`config.mk`:
```
export PLATFORM = sky130hd
export DESIGN_NAME = bbus_seq_flat
export DESIGN_NICKNAME = d
export VERILOG_FILES = /design/src/rtl/bbus_seq_if.sv /design/src/rtl/bbus_seq.sv /design/src/flat_wrapper.sv
export SDC_FILE = /design/constraint.sdc
export NUM_CORES = 1
export LEC_CHECK = 0
export CAP_MARGIN = 10
export CORE_ASPECT_RATIO = 1.1
export CORE_UTILIZATION = 43
export CTS_BUF_LIST = sky130_fd_sc_hd__clkbuf_4 sky130_fd_sc_hd__clkbuf_8
export DETAILED_ROUTE_END_ITERATION = 10
export PLACE_DENSITY_LB_ADDON = 0.2
export SLEW_MARGIN = 20
export SYNTH_ARGS = -nofsm -noshare
export SYNTH_HDL_FRONTEND = slang
export SYNTH_SLANG_ARGS = --single-unit
```
`constraint.sdc`:
```
create_clock -name clk -period 4.2 [get_ports clk]
set_clock_uncertainty 0.15 [all_clocks]
set_input_delay 0.84 -clock clk [delete_from_list [all_inputs] [get_ports clk]]
set_output_delay 0.84 -clock clk [all_outputs]
set_load 0.05 [all_outputs]
```
`src/rtl/bbus_seq_if.sv`:
```
// Requester handshake plus shared device bus of the W5300/SL811 bus sequencer.
// master = requesters and devices (environment side), slave = the sequencer.
interface bbus_seq_if;
  logic [1:0]       rq_req;
  logic [1:0]       rq_dev;
  logic [1:0]       rq_rnw;
  logic [1:0][9:0]  rq_addr;
  logic [1:0][7:0]  rq_wdata;
  logic [1:0]       rq_ack;
  logic [7:0]       rdata;
  logic [9:0]       baddr;
  logic             w5300_cs_n;
  logic             sl811_cs_n;
  logic             brd_n;
  logic             bwr_n;
  logic [7:0]       bd_in;
  logic [7:0]       bd_out;
  logic             bd_oe;

  modport master (
    output rq_req, rq_dev, rq_rnw, rq_addr, rq_wdata, bd_in,
    input  rq_ack, rdata, baddr, w5300_cs_n, sl811_cs_n, brd_n, bwr_n, bd_out, bd_oe
  );

  modport slave (
    input  rq_req, rq_dev, rq_rnw, rq_addr, rq_wdata, bd_in,
    output rq_ack, rdata, baddr, w5300_cs_n, sl811_cs_n, brd_n, bwr_n, bd_out, bd_oe
  );
endinterface

```
`src/rtl/bbus_seq.sv`:
```
// Two-requester sequencer for the shared W5300/SL811 parallel bus (setup/strobe/hold).
// Define BBUS_RR_EN for round-robin arbitration; otherwise requester 0 has fixed priority.
module bbus_seq #(
  parameter int unsigned SETUP_CYC = 1,
  parameter int unsigned STB_W53   = 3,
  parameter int unsigned STB_SL8   = 2,
  parameter int unsigned HOLD_CYC  = 1
) (
  input  logic      clk,
  input  logic      rst_n,
  bbus_seq_if.slave bus
);

  typedef enum logic [1:0] {IDLE, SETUP, STROBE, HOLD} state_t;

  state_t      state_reg, state_next;
  logic [2:0]  cnt_reg, cnt_next;
  logic        gnt_reg, gnt_next;
  logic        dev_reg, dev_next;
  logic        rnw_reg, rnw_next;
  logic        last_reg, last_next;
  logic [9:0]  baddr_reg, baddr_next;
  logic [7:0]  wdata_reg, wdata_next;
  logic [7:0]  rdata_reg, rdata_next;
  logic        w53_cs_n_reg, w53_cs_n_next;
  logic        sl8_cs_n_reg, sl8_cs_n_next;
  logic        brd_n_reg, brd_n_next;
  logic        bwr_n_reg, bwr_n_next;
  logic        bd_oe_reg, bd_oe_next;
  logic [1:0]  ack_reg, ack_next;
  logic        win;
  logic        active;

  // last_reg holds the requester acked last; reset value 1 favours requester 0 first
  always_comb begin
    win = (bus.rq_req == 2'b10);
`ifdef BBUS_RR_EN
    if (bus.rq_req == 2'b11)
      win = ~last_reg;
`endif
  end

  always_comb begin
    state_next = state_reg;
    cnt_next   = cnt_reg;
    gnt_next   = gnt_reg;
    dev_next   = dev_reg;
    rnw_next   = rnw_reg;
    last_next  = last_reg;
    baddr_next = baddr_reg;
    wdata_next = wdata_reg;
    rdata_next = rdata_reg;
    case (state_reg)
      IDLE: begin
        if (|bus.rq_req) begin
          state_next = SETUP;
          cnt_next   = 3'(SETUP_CYC - 1);
          gnt_next   = win;
          dev_next   = bus.rq_dev[win];
          rnw_next   = bus.rq_rnw[win];
          baddr_next = bus.rq_dev[win] ? {9'd0, bus.rq_addr[win][0]} : bus.rq_addr[win];
          wdata_next = bus.rq_wdata[win];
        end
      end
      SETUP: begin
        if (cnt_reg == 3'd0) begin
          state_next = STROBE;
          cnt_next   = dev_reg ? 3'(STB_SL8 - 1) : 3'(STB_W53 - 1);
        end else begin
          cnt_next = cnt_reg - 3'd1;
        end
      end
      STROBE: begin
        if (cnt_reg == 3'd0) begin
          state_next = HOLD;
          cnt_next   = 3'(HOLD_CYC - 1);
          if (rnw_reg)
            rdata_next = bus.bd_in;
        end else begin
          cnt_next = cnt_reg - 3'd1;
        end
      end
      HOLD: begin
        if (cnt_reg == 3'd0) begin
          state_next = IDLE;
          last_next  = gnt_reg;
        end else begin
          cnt_next = cnt_reg - 3'd1;
        end
      end
      default: state_next = IDLE;
    endcase
  end

  // Bus outputs are derived from the next state so they change on the same edge as the FSM
  always_comb begin
    active        = (state_next != IDLE);
    w53_cs_n_next = !(active && !dev_next);
    sl8_cs_n_next = !(active && dev_next);
    brd_n_next    = !(state_next == STROBE && rnw_next);
    bwr_n_next    = !(state_next == STROBE && !rnw_next);
    bd_oe_next    = active && !rnw_next;
    ack_next      = 2'b00;
    if (state_next == HOLD && cnt_next == 3'd0)
      ack_next = gnt_next ? 2'b10 : 2'b01;
  end

  always_ff @(posedge clk or negedge rst_n) begin
    if (!rst_n) begin
      state_reg    <= IDLE;
      cnt_reg      <= 3'd0;
      gnt_reg      <= 1'b0;
      dev_reg      <= 1'b0;
      rnw_reg      <= 1'b0;
      last_reg     <= 1'b1;
      baddr_reg    <= 10'd0;
      wdata_reg    <= 8'd0;
      rdata_reg    <= 8'd0;
      w53_cs_n_reg <= 1'b1;
      sl8_cs_n_reg <= 1'b1;
      brd_n_reg    <= 1'b1;
      bwr_n_reg    <= 1'b1;
      bd_oe_reg    <= 1'b0;
      ack_reg      <= 2'b00;
    end else begin
      state_reg    <= state_next;
      cnt_reg      <= cnt_next;
      gnt_reg      <= gnt_next;
      dev_reg      <= dev_next;
      rnw_reg      <= rnw_next;
      last_reg     <= last_next;
      baddr_reg    <= baddr_next;
      wdata_reg    <= wdata_next;
      rdata_reg    <= rdata_next;
      w53_cs_n_reg <= w53_cs_n_next;
      sl8_cs_n_reg <= sl8_cs_n_next;
      brd_n_reg    <= brd_n_next;
      bwr_n_reg    <= bwr_n_next;
      bd_oe_reg    <= bd_oe_next;
      ack_reg      <= ack_next;
    end
  end

  assign bus.rq_ack     = ack_reg;
  assign bus.rdata      = rdata_reg;
  assign bus.baddr      = baddr_reg;
  assign bus.w5300_cs_n = w53_cs_n_reg;
  assign bus.sl811_cs_n = sl8_cs_n_reg;
  assign bus.brd_n      = brd_n_reg;
  assign bus.bwr_n      = bwr_n_reg;
  assign bus.bd_out     = wdata_reg;
  assign bus.bd_oe      = bd_oe_reg;

endmodule

```
`src/flat_wrapper.sv`:
```
// flat-port wrapper written by rule: the top's interface ports become plain ports
module bbus_seq_flat 
#(
  parameter int unsigned SETUP_CYC = 1,
  parameter int unsigned STB_W53   = 3,
  parameter int unsigned STB_SL8   = 2,
  parameter int unsigned HOLD_CYC  = 1
)
  (clk, rst_n, bus_rq_req, bus_rq_dev, bus_rq_rnw, bus_rq_addr, bus_rq_wdata, bus_bd_in, bus_rq_ack, bus_rdata, bus_baddr, bus_w5300_cs_n, bus_sl811_cs_n, bus_brd_n, bus_bwr_n, bus_bd_out, bus_bd_oe);
  bbus_seq_if bus_i ();
  input  logic clk;
  input  logic rst_n;
  input wire logic [$bits(bus_i.rq_req)-1:0] bus_rq_req;
  input wire logic [$bits(bus_i.rq_dev)-1:0] bus_rq_dev;
  input wire logic [$bits(bus_i.rq_rnw)-1:0] bus_rq_rnw;
  input wire logic [$bits(bus_i.rq_addr)-1:0] bus_rq_addr;
  input wire logic [$bits(bus_i.rq_wdata)-1:0] bus_rq_wdata;
  input wire logic [$bits(bus_i.bd_in)-1:0] bus_bd_in;
  output wire logic [$bits(bus_i.rq_ack)-1:0] bus_rq_ack;
  output wire logic [$bits(bus_i.rdata)-1:0] bus_rdata;
  output wire logic [$bits(bus_i.baddr)-1:0] bus_baddr;
  output wire logic [$bits(bus_i.w5300_cs_n)-1:0] bus_w5300_cs_n;
  output wire logic [$bits(bus_i.sl811_cs_n)-1:0] bus_sl811_cs_n;
  output wire logic [$bits(bus_i.brd_n)-1:0] bus_brd_n;
  output wire logic [$bits(bus_i.bwr_n)-1:0] bus_bwr_n;
  output wire logic [$bits(bus_i.bd_out)-1:0] bus_bd_out;
  output wire logic [$bits(bus_i.bd_oe)-1:0] bus_bd_oe;
  assign bus_i.rq_req = bus_rq_req;
  assign bus_i.rq_dev = bus_rq_dev;
  assign bus_i.rq_rnw = bus_rq_rnw;
  assign bus_i.rq_addr = bus_rq_addr;
  assign bus_i.rq_wdata = bus_rq_wdata;
  assign bus_i.bd_in = bus_bd_in;
  assign bus_rq_ack = bus_i.rq_ack;
  assign bus_rdata = bus_i.rdata;
  assign bus_baddr = bus_i.baddr;
  assign bus_w5300_cs_n = bus_i.w5300_cs_n;
  assign bus_sl811_cs_n = bus_i.sl811_cs_n;
  assign bus_brd_n = bus_i.brd_n;
  assign bus_bwr_n = bus_i.bwr_n;
  assign bus_bd_out = bus_i.bd_out;
  assign bus_bd_oe = bus_i.bd_oe;
  bbus_seq #(.SETUP_CYC(SETUP_CYC), .STB_W53(STB_W53), .STB_SL8(STB_SL8), .HOLD_CYC(HOLD_CYC)) u_core (.clk(clk), .rst_n(rst_n), .bus(bus_i));
endmodule
```
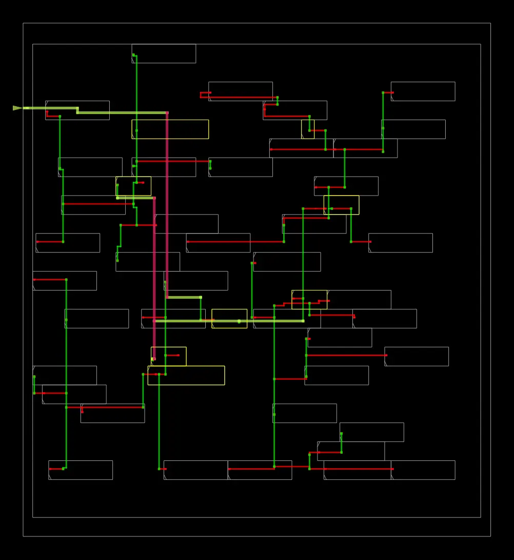
Fig. 1. The clock network (run 1).
P_clk: 0.377 mW
clock buffer count: 5
Num CTS Buffers: 5

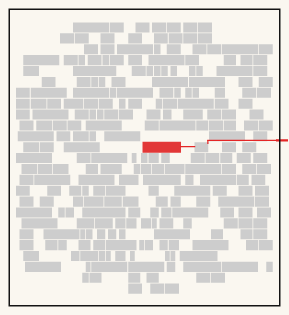
Fig. 2. I/O nets highlighted (run 1).
Scale: 4 px per µm.
| color | port | bits | direction | edge | end cells | buffers | wire |
|---|---|---|---|---|---|---|---|
| red | `bus_w5300_cs_n` | 1 | output | right | 1 | 1 | 21.8 µm |
number of buffers added on ports: 84
Ports: 85

==> results.yml, run 1 <==
# physical design summary
run_status:
  status: "complete, no violations"
pwr:
  irDropWorstVdd_mv: 0.4598
  p_sw_mw: 1.171
  pwr_density_cell_nw_per_um2: 851.3
  p_seq_mw: 0.745
  p_clk_share_pct: 14.8
  cellLeakagePower_nw: 1.196
  seq_power_share_pct: 29.3
  sw_frac_of_total_pct: 46.08
yosys:
  simple_gate_area_share_pct: 13.68
  postSynthSeqShare_pct: 51.24
  yosysMostFrequentCell: "dfrtp_1"
  synth_area_leader_cell: "dfrtp_1"
  enable_flop_cells: 0
  muxShareOfSynthArea_pct: 13.43
  yosys.area.top_type_share_pct: 46.02
  numSynthFlops: 41
  ys_types: 47
  ys_warn_count: 0
  syn_avg_cell_area_um2: 12.12
  synthArstFlopShare_pct: 100.0
  ff_type: "dfrtp_1"
  ys_area_um2: 2012
  syn_area_um2: 2012
  adder_share_pct: 1.866
  synthAoiAreaFrac_pct: 14.86
clock_tree:
  holdBufCountCts: 0
  cts_tree: "yes"
  ctsResizeCount: 0
  worstSkewPairLatency_ns: 0.29
  cts_setup_buffers: 0
  clk_pin_slew_ns: 0.08
  htree_levels: 2
  cts-root-buf: "clkbuf_8"
die:
  chipArea_um2: 4957
  die_h_um: 73.74
timing:
  rsz0062_at_grt: "false"
  worstMarginPinSlew_ns: 0.9090
  fin_hold_ws_ns: 0.3435
  fin_crit_ns: 2.611
  drv_slew: 0
  hold_violations: 0
  finalWorstSetupSlack_ns: 1.589
  setup_viol: 0
finish:
  regArea_um2: 1031
  final-clk-cell-share_pct: 4.486
  logic_gates: 112
  nets: 304
  sh_seq_area_pct: 34.55
  largest_class: "registers"
  areaGrowthSynthToFinish_pct: 48.32
  drive_gt1_share_pct: 13.60
  antenna_cells: 0
  largest_reg_flops: 10
  fill_cells: 339
flow_run:
  max_cap_viol_count: 0
  warnings: 27
global_route:
  gr-total-overflow: 0
  track_usage_pct: 21.07
critical_path:
  critPathLaunch: "bus_rq_req[1]"
  crit_path_end_kind: "register"
  reg2reg_to: "u_core.bus.rq_ack[1]$_DFF_PN0_"
  rr_startpoint: "u_core.cnt_reg[0]$_DFF_PN0_"
  reg2regPathDepth: 8
  crit_path_start_kind: "input port"
  r2r_setup_slack_ns: 1.89
  cp.required_ns: 4.21
worst_hold_path:
  hold_depth: 1
  worstHoldEndpoint: "u_core.bus.baddr[1]$_DFFE_PN0P_"
  min_path_type: "reg -> reg"
route:
  drc: 0
  drt-met1-wl_um: 1995
  drtAntennaViolNets: 0
  maxUsedRoutingLayer: "met4"
  dr_wl_met2_um: 2407
  finalWirelength_um: 4869
  first_pass_iters: 4
  route.detailed.wl_per_inst_um: 16.02
placed_design:
  dp_hpwl_um: 3448
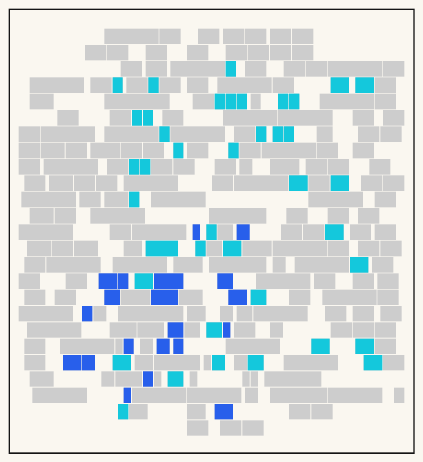
Fig. 3. Gate-type map (run 1).
Scale: 6 px per µm.
| color | family | cells | most used |
|---|---|---|---|
| blue | nor cells | 20 | nor3_1 |
| cyan | aoi and oai cells | 40 | a21oi_1 |
most numerous logic cell after layout: clkdlybuf4s50_1
fraction of area in multi-input gates: 29.94%
Non-Filler Instances: 304

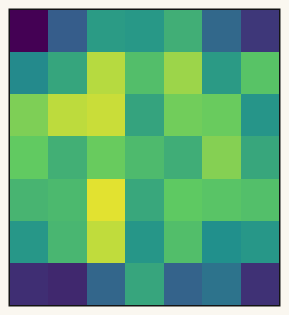
Fig. 4. Local utilization (run 1).
Scale: 4 px per µm. The die is cut into 7 by 7 equal tiles; dark purple is low, yellow is high, 0 to 100% covered.
nearly empty tiles: 2.0%
fullest tile: 96%
tiles over 75% full: 25%
mean over tiles: 59%
Core Util, Final: 68.14%
Starting Density: 45.94%

## run 1: layer usage
layer | vias up | track usage, %
met2 | 63 | 33.78
met4 | 0 | 7.092
met5 | - | 0
li1 | 772 | -
met3 | 5 | 6.056
met1 | 786 | 26.97
## run 1: through the flow
stage                     total power [mW]  area [µm²]
final                                2.540        2984
after global routing                 2.679        2984
after CTS                            2.549        2984
after detailed placement             2.162        2850
after global placement               2.144        2850
after floorplan                      1.740        2012
## run 1: critical path, cell delays in order
cell and delay [ns]:
clkdlybuf4s50_1 0.56, nor2b_2 0.58, buf_4 0.32, mux2i_1 0.22, a21oi_1 0.09
Fig. 5: run 1, sequential cells grouped by signal name
Scale: 4 px per µm. Other sequential cells in the stronger gray, the rest of the logic in the fainter gray.
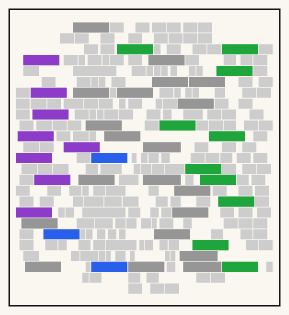

==> run 2, diff against run 1 <==
--- a/config.mk
+++ b/config.mk
@@ -7,7 +7,7 @@
 export LEC_CHECK = 0
 export CAP_MARGIN = 10
 export CORE_ASPECT_RATIO = 1.1
-export CORE_UTILIZATION = 43
+export CORE_UTILIZATION = 40
 export CTS_BUF_LIST = sky130_fd_sc_hd__clkbuf_4 sky130_fd_sc_hd__clkbuf_8
 export DETAILED_ROUTE_END_ITERATION = 10
 export PLACE_DENSITY_LB_ADDON = 0.2
==> constraint.sdc (replaced) <==
create_clock -name clk -period 2.2 [get_ports clk]
set_clock_uncertainty 0.15 [all_clocks]
set_input_delay 0.44 -clock clk [delete_from_list [all_inputs] [get_ports clk]]
set_output_delay 0.44 -clock clk [all_outputs]
set_load 0.05 [all_outputs]
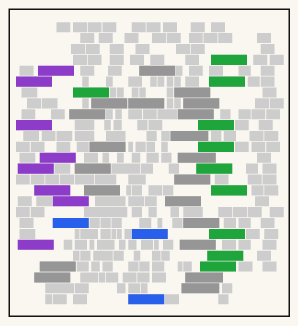
Fig. 6. Sequential cells grouped by signal name (run 2).
Scale: 4 px per µm. Other sequential cells in the stronger gray, the rest of the logic in the fainter gray.
| color | netlist name | placed flops |
|---|---|---|
| green | `u_core.bus.baddr` | 10 |
| blue | `u_core.cnt_reg` | 3 |
| purple | `u_core.bus.rdata` | 8 |

==> run 2 against run 1 <==
  * Wire length down 2.5%
  * Synthesized cell count unchanged
  * Non-clock buffer count rose by 9
  * Global-route usage is 2.5 points lower
  * Die area grew 7.3%
  * Critical endpoint is now bus_bd_out[1]
  * First-iteration DRC count fell by 29%
  * Sequential power rose by 88%
  * Final cell count is 3.6% higher
==> results.yml, run 2 <==
# physical design summary
run_status:
  status: "complete, no violations"
die:
  fp-utilization_pct: 42.36
  io_pins: 85
  die_h_um: 76.38
  chipArea_um2: 5318
route:
  drtAntennaViolNets: 0
  drt-met1-wl_um: 1980
  dr_wl_met2_um: 2390
  finalWirelength_um: 4747
  drc: 0
  route.detailed.wl_per_inst_um: 15.07
  first_pass_iters: 4
finish:
  logic_gates: 112
  fin_area_um2: 3058
  lay_top_count: "clkdlybuf4s50_1"
  largest_class: "registers"
  sh_comb_area_pct: 29.21
  sh_seq_area_pct: 33.72
  fill_cells: 408
  n_clock_buffer: 7
  areaGrowthSynthToFinish_pct: 51.99
  regArea_um2: 1031
pwr:
  cellLeakagePower_nw: 1.243
  p_clk_share_pct: 12.8
  pwr_density_cell_nw_per_um2: 1587
  sw_frac_of_total_pct: 46.02
  p_sw_mw: 2.233
  seq_power_share_pct: 28.8
  irDropWorstVdd_mv: 1.041
  p_seq_mw: 1.40
yosys:
  postSynthSeqShare_pct: 51.24
  yosysMostFrequentCell: "dfrtp_1"
  ys_area_um2: 2012
  syn_area_um2: 2012
  simple_gate_area_share_pct: 13.68
  ys_types: 47
  muxShareOfSynthArea_pct: 13.43
  syn_avg_cell_area_um2: 12.12
  synthArstFlopShare_pct: 100.0
  yosys.area.top_type_share_pct: 46.02
  ff_type: "dfrtp_1"
  adder_share_pct: 1.866
clock_tree:
  htree_levels: 2
  cts_buffers: 5
  cts-root-buf: "clkbuf_8"
  cts_tree: "yes"
global_route:
  use_met3_pct: 4.762
  busiest_layer: "met2"
  met1_usage_pct: 23.21
  track_usage_pct: 18.54
worst_hold_path:
  worstHoldEndpoint: "u_core.bus.baddr[7]$_DFFE_PN0P_"
  min_path_type: "reg -> reg"
  hold_depth: 1
timing:
  worstMarginPinSlew_ns: 0.5200
  hold_violations: 0
  fin_crit_ns: 2.056
  drv_slew: 0
  setup_viol: 0
critical_path:
  critPathTopFamily: "buffers and inverters"
  r2r_setup_slack_ns: 0.28
  path_buffers: 1
  reg2reg_to: "u_core.cnt_reg[0]$_DFF_PN0_"
  worstPathCellList: "clkdlybuf4s50_1"
  cpPeakStageDelay_ns: 0.81
  cp.depth: 1
  rr_startpoint: "u_core.cnt_reg[1]$_DFF_PN0_"
  crit_path_end_kind: "output pin"
  cp_slowest_cell: "clkdlybuf4s50_1"
flow_run:
  max_cap_viol_count: 0
  warnings: 27
placed_design:
  dpl_cell_area_um2: 2928
  port_buffers: 84
run 2: through the flow:
step / setup slack, ns / std cells / hold slack, ns / total power [mW] / util, %
finish: 0.1443 / 315 / 0.3423 / 4.853 / 64.38
CTS: 0.1257 / 315 / 0.3469 / 4.894 / 64.38
detailed placement: 0.04515 / 306 / 0.2828 / 4.242 / 61.64
global route: 0.09602 / 315 / 0.3556 / 5.114 / 64.38
floorplan: 0.1924 / 166 / -0.005591 / 3.322 / -
global placement: 0.1066 / 306 / 0.2824 / 4.195 / 61.64
run 2: what timing repair did:
action                                 4_1_cts  5_1_grt
gates resized                                0        0
endpoints found under the hold margin       20        0
buffers inserted                             0        0
setup endpoints to repair                    0        0
hold buffers                                 1        0
Power and IR drop assume default switching activity.
